## config.mk

```make
export PLATFORM = sky130hd
export DESIGN_NAME = cam_slot_manager_flat
export DESIGN_NICKNAME = d
export VERILOG_FILES = /design/src/rtl/cam_slot_manager_pkg.sv /design/src/rtl/cam_slot_manager_if.sv /design/src/rtl/priority_encoder.sv /design/src/rtl/cam_slot_manager.sv /design/src/flat_wrapper.sv
export SDC_FILE = /design/constraint.sdc
export NUM_CORES = 1
export LEC_CHECK = 0
export CAP_MARGIN = 20
export CORE_MARGIN = 4
export CORE_UTILIZATION = 50
export CTS_BUF_LIST = sky130_fd_sc_hd__clkbuf_4
export CTS_CLUSTER_DIAMETER = 100
export DETAILED_ROUTE_END_ITERATION = 8
export PLACE_DENSITY = 0.9
export RECOVER_POWER = 100
export SETUP_SLACK_MARGIN = 0.3
export SLEW_MARGIN = 20
export SYNTH_ARGS = -nofsm -noshare
export SYNTH_HDL_FRONTEND = slang
export SYNTH_HIERARCHICAL = 1
export SYNTH_SLANG_ARGS = --single-unit
```

## constraint.sdc

```tcl
create_clock -name clk -period 2.75 [get_ports clk]
set_clock_uncertainty 0.2 [all_clocks]
set_input_delay 0.4125 -clock clk [delete_from_list [all_inputs] [get_ports clk]]
set_output_delay 0.4125 -clock clk [all_outputs]
set_load 0.005 [all_outputs]
```

## src/rtl/cam_slot_manager_pkg.sv

```systemverilog
// Shared definitions for the CAM slot manager: response status codes,
// request op codes and the control FSM state encoding.
package cam_slot_manager_pkg;

  localparam logic [1:0] STATUS_OK           = 2'd0;
  localparam logic [1:0] STATUS_FULL         = 2'd1;
  localparam logic [1:0] STATUS_NOT_OCCUPIED = 2'd2;

  localparam logic OP_INSERT = 1'b0;
  localparam logic OP_DELETE = 1'b1;

  localparam logic [2:0] STATE_IDLE      = 3'd0;
  localparam logic [2:0] STATE_ISSUE     = 3'd1;
  localparam logic [2:0] STATE_WAIT_BUSY = 3'd2;
  localparam logic [2:0] STATE_WAIT_DONE = 3'd3;
  localparam logic [2:0] STATE_RESP      = 3'd4;

  typedef enum logic [2:0] {
    ST_IDLE      = STATE_IDLE,
    ST_ISSUE     = STATE_ISSUE,
    ST_WAIT_BUSY = STATE_WAIT_BUSY,
    ST_WAIT_DONE = STATE_WAIT_DONE,
    ST_RESP      = STATE_RESP
  } state_t;

endpackage

```

## src/rtl/cam_slot_manager_if.sv

```systemverilog
// Request/response handshake bundle for the CAM slot manager.
//   master : requester side (drives req_*, resp_ready)
//   slave  : slot manager side (drives req_ready, resp_*)
interface cam_slot_manager_if #(
  parameter int DATA_WIDTH = 64,
  parameter int ADDR_WIDTH = 5
);
  logic                  req_valid;
  logic                  req_ready;
  logic                  req_op;
  logic [DATA_WIDTH-1:0] req_data;
  logic [ADDR_WIDTH-1:0] req_addr;
  logic                  resp_valid;
  logic                  resp_ready;
  logic [ADDR_WIDTH-1:0] resp_addr;
  logic [1:0]            resp_status;

  modport master (
    output req_valid, req_op, req_data, req_addr, resp_ready,
    input  req_ready, resp_valid, resp_addr, resp_status
  );

  modport slave (
    input  req_valid, req_op, req_data, req_addr, resp_ready,
    output req_ready, resp_valid, resp_addr, resp_status
  );
endinterface

```

## src/rtl/priority_encoder.sv

```systemverilog
// Combinational priority encoder.
//   input_unencoded : request vector
//   output_valid    : any bit set
//   output_encoded  : index of the winning bit; with LSB_PRIORITY "HIGH"
//                     the lowest set index wins, otherwise the highest.
module priority_encoder #(
  parameter int WIDTH        = 4,
  parameter     LSB_PRIORITY = "HIGH"
) (
  input  logic [WIDTH-1:0]         input_unencoded,
  output logic                     output_valid,
  output logic [$clog2(WIDTH)-1:0] output_encoded
);
  localparam int ENC_W = $clog2(WIDTH);

  assign output_valid = |input_unencoded;

  generate
    if (LSB_PRIORITY == "HIGH") begin : g_lsb
      // Scan downwards so the last (lowest) hit wins.
      always_comb begin
        output_encoded = '0;
        for (int i = WIDTH - 1; i >= 0; i--) begin
          if (input_unencoded[i]) output_encoded = ENC_W'(i);
        end
      end
    end else begin : g_msb
      always_comb begin
        output_encoded = '0;
        for (int i = 0; i < WIDTH; i++) begin
          if (input_unencoded[i]) output_encoded = ENC_W'(i);
        end
      end
    end
  endgenerate
endmodule

```

## src/rtl/cam_slot_manager.sv

```systemverilog
// CAM slot manager: accepts insert/delete requests, allocates the lowest
// free CAM slot for inserts, drives the CAM write port and returns a
// response with the slot address and a status code.
//   clk, rst         : clock, synchronous active-high reset (shared with CAM)
//   req_if           : request/response handshake (slave side)
//   cam_write_*      : registered CAM write port; cam_write_busy from CAM
//   occupancy        : number of occupied slots
//   full, empty      : derived from occupancy
module cam_slot_manager
  import cam_slot_manager_pkg::*;
#(
  parameter int DATA_WIDTH = 64,
  parameter int ADDR_WIDTH = 5
) (
  input  logic                  clk,
  input  logic                  rst,
  cam_slot_manager_if.slave     req_if,
  output logic [ADDR_WIDTH-1:0] cam_write_addr,
  output logic [DATA_WIDTH-1:0] cam_write_data,
  output logic                  cam_write_delete,
  output logic                  cam_write_enable,
  input  logic                  cam_write_busy,
  output logic [ADDR_WIDTH:0]   occupancy,
  output logic                  full,
  output logic                  empty
);
  localparam int                SLOTS     = 2 ** ADDR_WIDTH;
  localparam logic [ADDR_WIDTH:0] SLOTS_CNT = (ADDR_WIDTH + 1)'(SLOTS);
  localparam logic [ADDR_WIDTH:0] ONE_CNT   = (ADDR_WIDTH + 1)'(1);

  state_t                  state;
  logic [SLOTS-1:0]        bitmap;
  logic                    free_valid;
  logic [ADDR_WIDTH-1:0]   free_idx;
  logic                    accept;

  priority_encoder #(
    .WIDTH        (SLOTS),
    .LSB_PRIORITY ("HIGH")
  ) u_free_finder (
    .input_unencoded (~bitmap),
    .output_valid    (free_valid),
    .output_encoded  (free_idx)
  );

  assign req_if.req_ready = (state == ST_IDLE) && !cam_write_busy;
  assign accept           = req_if.req_valid && req_if.req_ready;

  assign full  = (occupancy == SLOTS_CNT);
  assign empty = (occupancy == '0);

  always_ff @(posedge clk) begin
    if (rst) begin
      state              <= ST_IDLE;
      bitmap             <= '0;
      occupancy          <= '0;
      cam_write_addr     <= '0;
      cam_write_data     <= '0;
      cam_write_delete   <= 1'b0;
      cam_write_enable   <= 1'b0;
      req_if.resp_valid  <= 1'b0;
      req_if.resp_addr   <= '0;
      req_if.resp_status <= STATUS_OK;
    end else begin
      case (state)
        ST_IDLE: begin
          if (accept) begin
            // No free slot from the finder is the same condition as full.
            if (req_if.req_op == OP_INSERT && !free_valid) begin
              req_if.resp_status <= STATUS_FULL;
              req_if.resp_addr   <= '0;
              req_if.resp_valid  <= 1'b1;
              state              <= ST_RESP;
            end else if (req_if.req_op == OP_DELETE && !bitmap[req_if.req_addr]) begin
              req_if.resp_status <= STATUS_NOT_OCCUPIED;
              req_if.resp_addr   <= req_if.req_addr;
              req_if.resp_valid  <= 1'b1;
              state              <= ST_RESP;
            end else begin
              // addr/data/delete stay put until the CAM reports completion.
              cam_write_addr   <= (req_if.req_op == OP_INSERT) ? free_idx : req_if.req_addr;
              cam_write_data   <= req_if.req_data;
              cam_write_delete <= req_if.req_op;
              cam_write_enable <= 1'b1;
              state            <= ST_ISSUE;
            end
          end
        end
        ST_ISSUE: begin
          cam_write_enable <= 1'b0;
          state            <= ST_WAIT_BUSY;
        end
        // The CAM raises busy one cycle after sampling enable, so busy is
        // not meaningful yet here.
        ST_WAIT_BUSY: state <= ST_WAIT_DONE;
        ST_WAIT_DONE: begin
          if (!cam_write_busy) begin
            if (cam_write_delete) begin
              bitmap[cam_write_addr] <= 1'b0;
              occupancy              <= occupancy - ONE_CNT;
            end else begin
              bitmap[cam_write_addr] <= 1'b1;
              occupancy              <= occupancy + ONE_CNT;
            end
            req_if.resp_addr   <= cam_write_addr;
            req_if.resp_status <= STATUS_OK;
            req_if.resp_valid  <= 1'b1;
            state              <= ST_RESP;
          end
        end
        ST_RESP: begin
          if (req_if.resp_ready) begin
            req_if.resp_valid <= 1'b0;
            state             <= ST_IDLE;
          end
        end
        default: state <= ST_IDLE;
      endcase
    end
  end
endmodule

```

## src/flat_wrapper.sv

```systemverilog
// flat-port wrapper written by rule: the top's interface ports become plain ports
module cam_slot_manager_flat import cam_slot_manager_pkg::*;
#(
  parameter int DATA_WIDTH = 64,
  parameter int ADDR_WIDTH = 5
)
  (clk, rst, cam_write_addr, cam_write_data, cam_write_delete, cam_write_enable, cam_write_busy, occupancy, full, empty, req_if_req_valid, req_if_req_op, req_if_req_data, req_if_req_addr, req_if_resp_ready, req_if_req_ready, req_if_resp_valid, req_if_resp_addr, req_if_resp_status);
  cam_slot_manager_if #(.DATA_WIDTH(DATA_WIDTH), .ADDR_WIDTH(ADDR_WIDTH)) req_if_i ();
  input  logic clk;
  input  logic rst;
  output logic [ADDR_WIDTH-1:0] cam_write_addr;
  output logic [DATA_WIDTH-1:0] cam_write_data;
  output logic cam_write_delete;
  output logic cam_write_enable;
  input  logic cam_write_busy;
  output logic [ADDR_WIDTH:0] occupancy;
  output logic full;
  output logic empty;
  input wire logic [$bits(req_if_i.req_valid)-1:0] req_if_req_valid;
  input wire logic [$bits(req_if_i.req_op)-1:0] req_if_req_op;
  input wire logic [$bits(req_if_i.req_data)-1:0] req_if_req_data;
  input wire logic [$bits(req_if_i.req_addr)-1:0] req_if_req_addr;
  input wire logic [$bits(req_if_i.resp_ready)-1:0] req_if_resp_ready;
  output wire logic [$bits(req_if_i.req_ready)-1:0] req_if_req_ready;
  output wire logic [$bits(req_if_i.resp_valid)-1:0] req_if_resp_valid;
  output wire logic [$bits(req_if_i.resp_addr)-1:0] req_if_resp_addr;
  output wire logic [$bits(req_if_i.resp_status)-1:0] req_if_resp_status;
  assign req_if_i.req_valid = req_if_req_valid;
  assign req_if_i.req_op = req_if_req_op;
  assign req_if_i.req_data = req_if_req_data;
  assign req_if_i.req_addr = req_if_req_addr;
  assign req_if_i.resp_ready = req_if_resp_ready;
  assign req_if_req_ready = req_if_i.req_ready;
  assign req_if_resp_valid = req_if_i.resp_valid;
  assign req_if_resp_addr = req_if_i.resp_addr;
  assign req_if_resp_status = req_if_i.resp_status;
  cam_slot_manager #(.DATA_WIDTH(DATA_WIDTH), .ADDR_WIDTH(ADDR_WIDTH)) u_core (.clk(clk), .rst(rst), .req_if(req_if_i), .cam_write_addr(cam_write_addr), .cam_write_data(cam_write_data), .cam_write_delete(cam_write_delete), .cam_write_enable(cam_write_enable), .cam_write_busy(cam_write_busy), .occupancy(occupancy), .full(full), .empty(empty));
endmodule
```

==> run_1/pdn.png <==
Scale bar: 20 um. Pins as bars on the die edge.
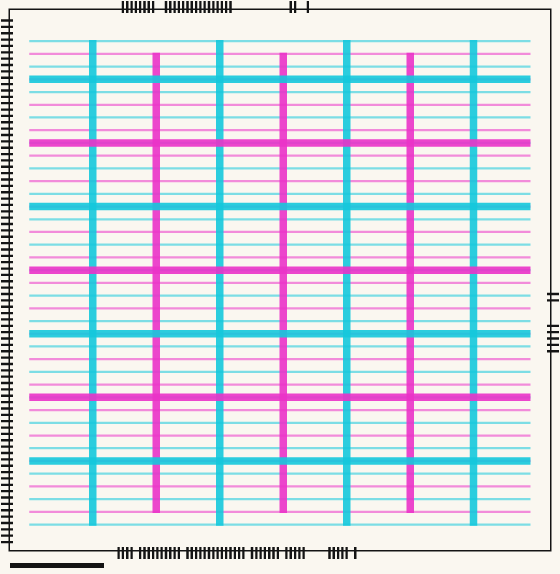
Magenta stands for VDD. Cyan stands for VSS.
39 met1 rails follow the rows. 7 straps on met5.

==> run_1/final_clocks.png <==
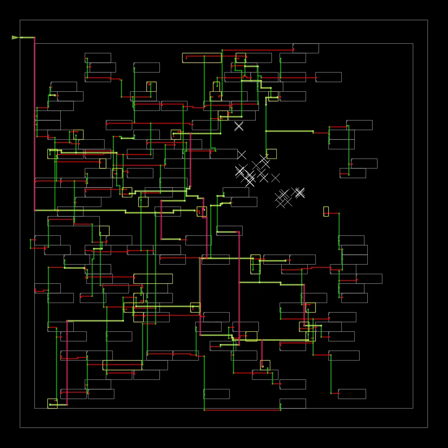
clock buf count: 20
registers: 120
CTS sink cnt: 120

==> run_1/met2.png <==
Scale bar: 20 um.
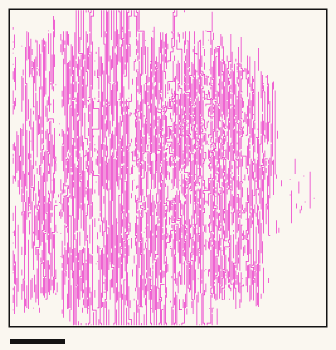
The layer carries 12400 um of wire. The layer holds 44% of the routed length. The longest straight run is 45.9 um. The wires run mostly vertical. 891 nets have wire on it.

==> deck_impl_summary.md, run 1 <==
Synthesis and Place & Route Summary

Final layout
  – Nonclk buf count: around 250
  – Commonest Layout Cell: clkdlybuf4s50_1
  – Share of cells above drive strength 1: 25.5%
  – Signal buf overhead: between 20 and 30%
  – Multi-input gate area: between 0.003 and 0.004 sq mm
  – Clock network area share: under 10%
  – Area-dominant class: multi-input combinational cells
  – Most frequent cells in the layout: 158 x clkdlybuf4s50_1, 121 x nor2_1, 106 x dfxtp_1
  – Layout area overhead: 54.6%
  – Comb gates: between 400 and 500
  – # diodes: 0
  – Register share of the cell area: between 20% and 30%

Hold path
  – Hold crit path type: primary input to flop

Global route
  – Overall Global Routing Usage: approximately a third
  – GRT Max-Usage Layer: met2
  – Largest net degree at the start of global routing: about 63
  – Routing usage on met1: around 39%
  – Met2 Use GR: a little under 60%

Floorplanning
  – Core ar.: ~0.011 sq mm
  – Ports: roughly 160
  – Well Taps: around 140
  – DIE WIDTH: 115 um
  – Die area: 0.0133 sq mm
  – Init Core Util: 52.1%

Place
  – Cells after DPL: roughly 940

Power and ir drop
  – Combinational power: ~0.8 mW
  – Share of total power in the clock network: between 30% and 40%
  – Leakage: between 3 and 4 nW
  – Worst vdd ir: around 470 uV
  – Top power group: sequential cells
  – NetSw: approximately 1.2 mW
  – Net Sw Frac: roughly 30%
  – Comb power frac: around a fifth
  – P_clk: approximately 1.5 mW

Logic synthesis
  – Synthesized flop and latch total: about 120
  – YS chip area: 0.00577 sq mm
  – Top cells by area: dfxtp_1 42%, mux2i_1 18%, nor2_1 8.5%, inv_1 2.7%, nand2_1 2.7%
  – Seq share, synth: between 40% and 50%
  – Yosys adder share: under 10%
  – Number of enable flip-flop cells: 0

Critical path
  – Crit-path slowest cell: dfxtp_1
  – R2R setup slack: -0.54 ns
  – CP Depth: 14
  – WP data arrival: about 3.6 ns
  – Crit path buffers/inverters: 5
  – Startpoint Class: flop

Final timing
  – Final worst slack: -0.535 ns
  – RSZ-0062 raised after global routing: true
  – Setup Viol. Count Final: 80
  – Fin Setup TNS: -30.50 ns
  – Fin. Hold Viols: 0
  – Max transition margin: a little over two fifths

Detailed routing
  – DR vias/cell: about 6.6
  – Drt drc: around 44
  – Top sig layer: met5
  – Metal-1 WL: approximately 9.1 mm
  – TritonRoute pass-1 iters: 9
  – Routed WL: 27.9 mm

Status
  – Status: finished, violations left
  – Failing checks: design-rule violations, negative setup slack

Clocking
  – # resized after CTS: 55
  – H-tree depth: 4
  – CTS tree: done
  – TritonCTS buffer count: 17
  – Clk slew on worst S/H paths: 0.15 ns
  – Hold buffers post-CTS: 0
--- run 2 (diff from run 1) ---
Settings changed: PLACE_DENSITY 0.9 to 0.83.
==> run_2/pdn.png <==
Scale bar: 20 um. Pins as bars on the die edge.
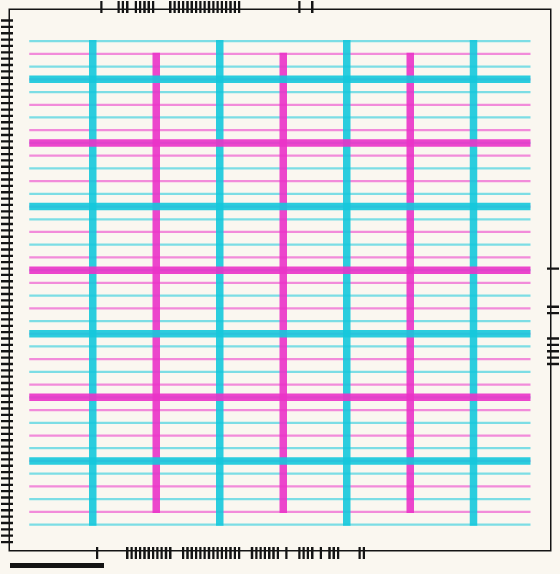
Magenta stands for VDD. Cyan stands for VSS.
163 signal pins sit on the boundary. The core has 38 rows. 7 straps on met5. 7 straps on met4. 39 met1 rails follow the rows.

==> deck_impl_summary.md, run 2 <==
Synthesis and Place & Route Summary

Critical path
  – R2R setup slack: -0.10 ns
  – Crit-path slowest cell: or4_4
  – Delay-heaviest family, CP: simple AND/OR/NAND/NOR gates
  – Crit path buffers/inverters: 4
  – WP data arrival: a little over 3 ns
  – Startpoint Class: flop
  – CP Depth: 12
  – CP required: ~3 ns

Clocking
  – Clk slew on worst S/H paths: about 0.11 ns
  – Hold buffers post-CTS: 0
  – CTS tree: done
  – TritonCTS buffer count: 17
  – CTS sink cnt: between 100 and 150
  – # resized after CTS: 16

Global route
  – GRT Max-Usage Layer: met2
  – Overall Global Routing Usage: 26.0%
  – Largest net degree at the start of global routing: between 50 and 60
  – Met2 Use GR: between 40% and 50%

Final timing
  – Fin. Hold Viols: 0
  – Final worst slack: -0.105 ns
  – Max transition margin: between 40% and 50%
  – Fin Setup TNS: -2.19 ns
  – RSZ-0062 raised after global routing: true
  – Setup Viol. Count Final: about 56

Final layout
  – Commonest Layout Cell: nor2_1
  – Most frequent cells in the layout: 127 x nor2_1, 111 x dfxtp_1, 95 x mux2i_1
  – Nonclk buf count: 227
  – Register share of the cell area: 28.6%
  – # diodes: 0
  – Multi-input gate area: 0.00308 sq mm
  – Comb gates: about 430
  – Clock network area share: approximately 3.2%
  – Layout area overhead: 46.3%
  – Signal buf overhead: between 20% and 30%
  – Area-dominant class: multi-input combinational cells
  – Share of cells above drive strength 1: between 10% and 20%
  – Clock buf count: 19

Power and ir drop
  – Combinational power: approximately 0.65 mW
  – Net Sw Frac: 26.9%
  – Comb power frac: 17.3%
  – Share of total power in the clock network: about a third
  – P_clk: 1.24 mW
  – Leakage: between 3 and 4 nW
  – Top power group: sequential cells
  – Worst vdd ir: ~380 uV

Logic synthesis
  – Yosys adder share: about 1.2%
  – YS chip area: roughly 0.0058 sq mm
  – Yosys top cell by area: dfxtp_1
  – Number of enable flip-flop cells: 0
  – Synthesized flop and latch total: about 120
  – Seq share, synth: a little over two fifths

Floorplanning
  – DIE WIDTH: 115 um
  – Die area: approximately 0.013 sq mm
  – Core ar.: ~0.011 sq mm
  – Init Core Util: 52.1%
  – Well Taps: between 100 and 150

Status
  – Failing checks: negative setup slack
  – Status: finished, violations left

Detailed routing
  – DR vias/cell: 5.55
  – Top sig layer: met4
  – Routed WL: between 15 and 20 mm
  – Drt drc: 0
  – Metal-1 WL: around 7 mm

Hold path
  – Hold crit path type: primary input to flop

Place
  – Cells after DPL: roughly 940
==> run_2/metal_stack.png <==
Scale bar: 20 um. Two of the layers only.
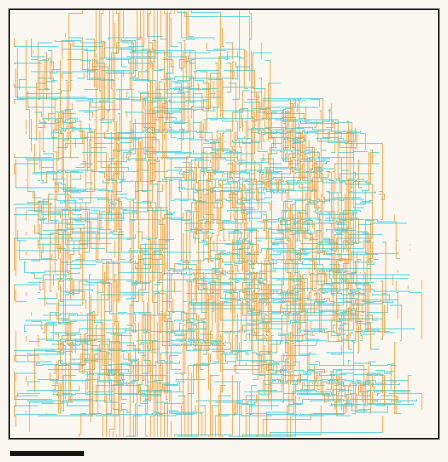
Orange stands for met2, wire length 9100 um. Cyan stands for met1, wire length 7030 um.

--- run 3 (diff from run 2) ---
Settings changed: REMOVE_ABC_BUFFERS from default to 1, SKIP_LAST_GASP from default to 1, SLEW_MARGIN 20 to default.
==> run_3/met3.png <==
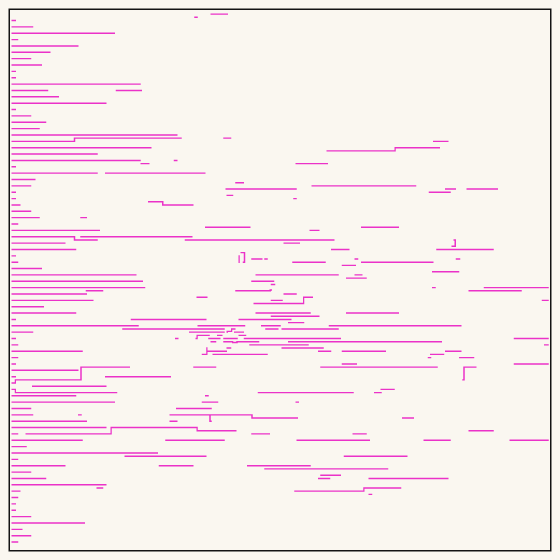
The layer carries 1870 um of wire. The longest straight run is 35.2 um. The layer holds 9.4% of the routed length. The wires run mostly horizontal. 164 nets have wire on it.

==> run_3/met2.png <==
Scale bar: 20 um.
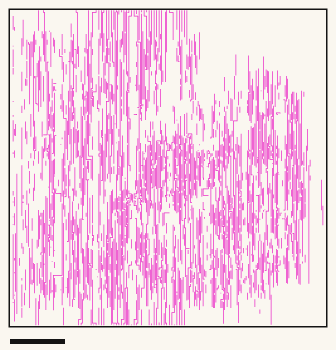
The wires run mostly vertical. The longest straight run is 53.2 um. The layer holds 51% of the routed length. The layer carries 10100 um of wire. 830 nets have wire on it.

==> deck_impl_summary.md, run 3 <==
Synthesis and Place & Route Summary

Status
  – Status: finished, violations left
  – Failing checks: negative setup slack

Clocking
  – TritonCTS buffer count: 17
  – Setup bufs post-CTS: 9
  – # resized after CTS: between 40 and 50
  – CTS sink cnt: around 120
  – Clock buffer depth: 2
  – CTS tree: done
  – Clk slew on worst S/H paths: 0.11 ns

Final layout
  – # diodes: 0
  – Multi-input gate area: 0.00306 sq mm
  – Register share of the cell area: roughly 28%
  – Area-dominant class: multi-input combinational cells
  – Registers: approximately 120
  – Signal buf overhead: between 20% and 30%
  – Share of cells above drive strength 1: approximately 19%
  – Layout area overhead: 47.5%
  – Clock buf count: 18
  – Most frequent cells in the layout: 129 x nor2_1, 112 x dfxtp_1, 95 x mux2i_1
  – Nonclk buf count: around 240
  – Clock network area share: between 3 and 4%
  – Commonest Layout Cell: nor2_1

Floorplanning
  – Well Taps: approximately 140
  – Init Core Util: 52.1%
  – Ports: 163
  – Die area: roughly 0.013 sq mm
  – Core ar.: around 0.011 sq mm
  – DIE WIDTH: between 100 and 150 um

Global route
  – Met2 Use GR: between 50% and 60%
  – Met3 GRT Util: 11.6%
  – Overall Global Routing Usage: 29.0%
  – GRT Max-Usage Layer: met2
  – Largest net degree at the start of global routing: approximately 53
  – Routing usage on met1: 32.3%

Logic synthesis
  – Number of enable flip-flop cells: 0
  – Most common reg cell: dfxtp_1
  – Yosys adder share: around 1.2%
  – Top cells by area: dfxtp_1 42%, mux2i_1 18%, nor2_1 8.5%, inv_1 2.7%, nand2_1 2.7%
  – Synthesized flop and latch total: about 120
  – YS chip area: between 0.005 and 0.006 sq mm
  – Seq share, synth: approximately two fifths
  – Yosys top cell by area: dfxtp_1

Detailed routing
  – Top sig layer: met4
  – Metal-1 WL: between 7 and 8 mm
  – DR vias/cell: 5.57
  – WL per Instance: about 20 um
  – Drt drc: 0
  – TritonRoute pass-1 iters: 5
  – Routed WL: around 20 mm

Power and ir drop
  – Share of total power in the clock network: 32.7%
  – Top power group: sequential cells
  – Worst vdd ir: ~630 uV
  – Net Sw Frac: roughly 27%
  – NetSw: 1.01 mW
  – Comb power frac: around 18%
  – Leakage: 4.04 nW

Critical path
  – R2R Path End: u_core/cam_write_data[24]
  – R2R setup slack: -0.06 ns
  – WP data arrival: between 3 and 4 ns
  – CP Depth: 12
  – Startpoint Class: flop
  – Worst R2R Path Depth: 12
  – CP Capture Type: flop
  – CP required: slightly below 3 ns
  – Crit-path slowest cell: or4_4
  – Most common cell on crit path: nand4_1
  – Delay-heaviest family, CP: simple AND/OR/NAND/NOR gates
  – Crit path buffers/inverters: 4

Final timing
  – RSZ-0062 raised after global routing: true
  – Setup Viol. Count Final: 4
  – Fin. Hold Viols: 0
  – Final worst slack: -0.0583 ns
  – Fin Setup TNS: -0.0784 ns
  – Max transition margin: around two fifths

Hold path
  – Hold crit path type: primary input to flop

Place
  – Final HPWL DP: roughly 13 mm
  – Cells after DPL: approximately 950
Power and IR drop assume default switching activity.
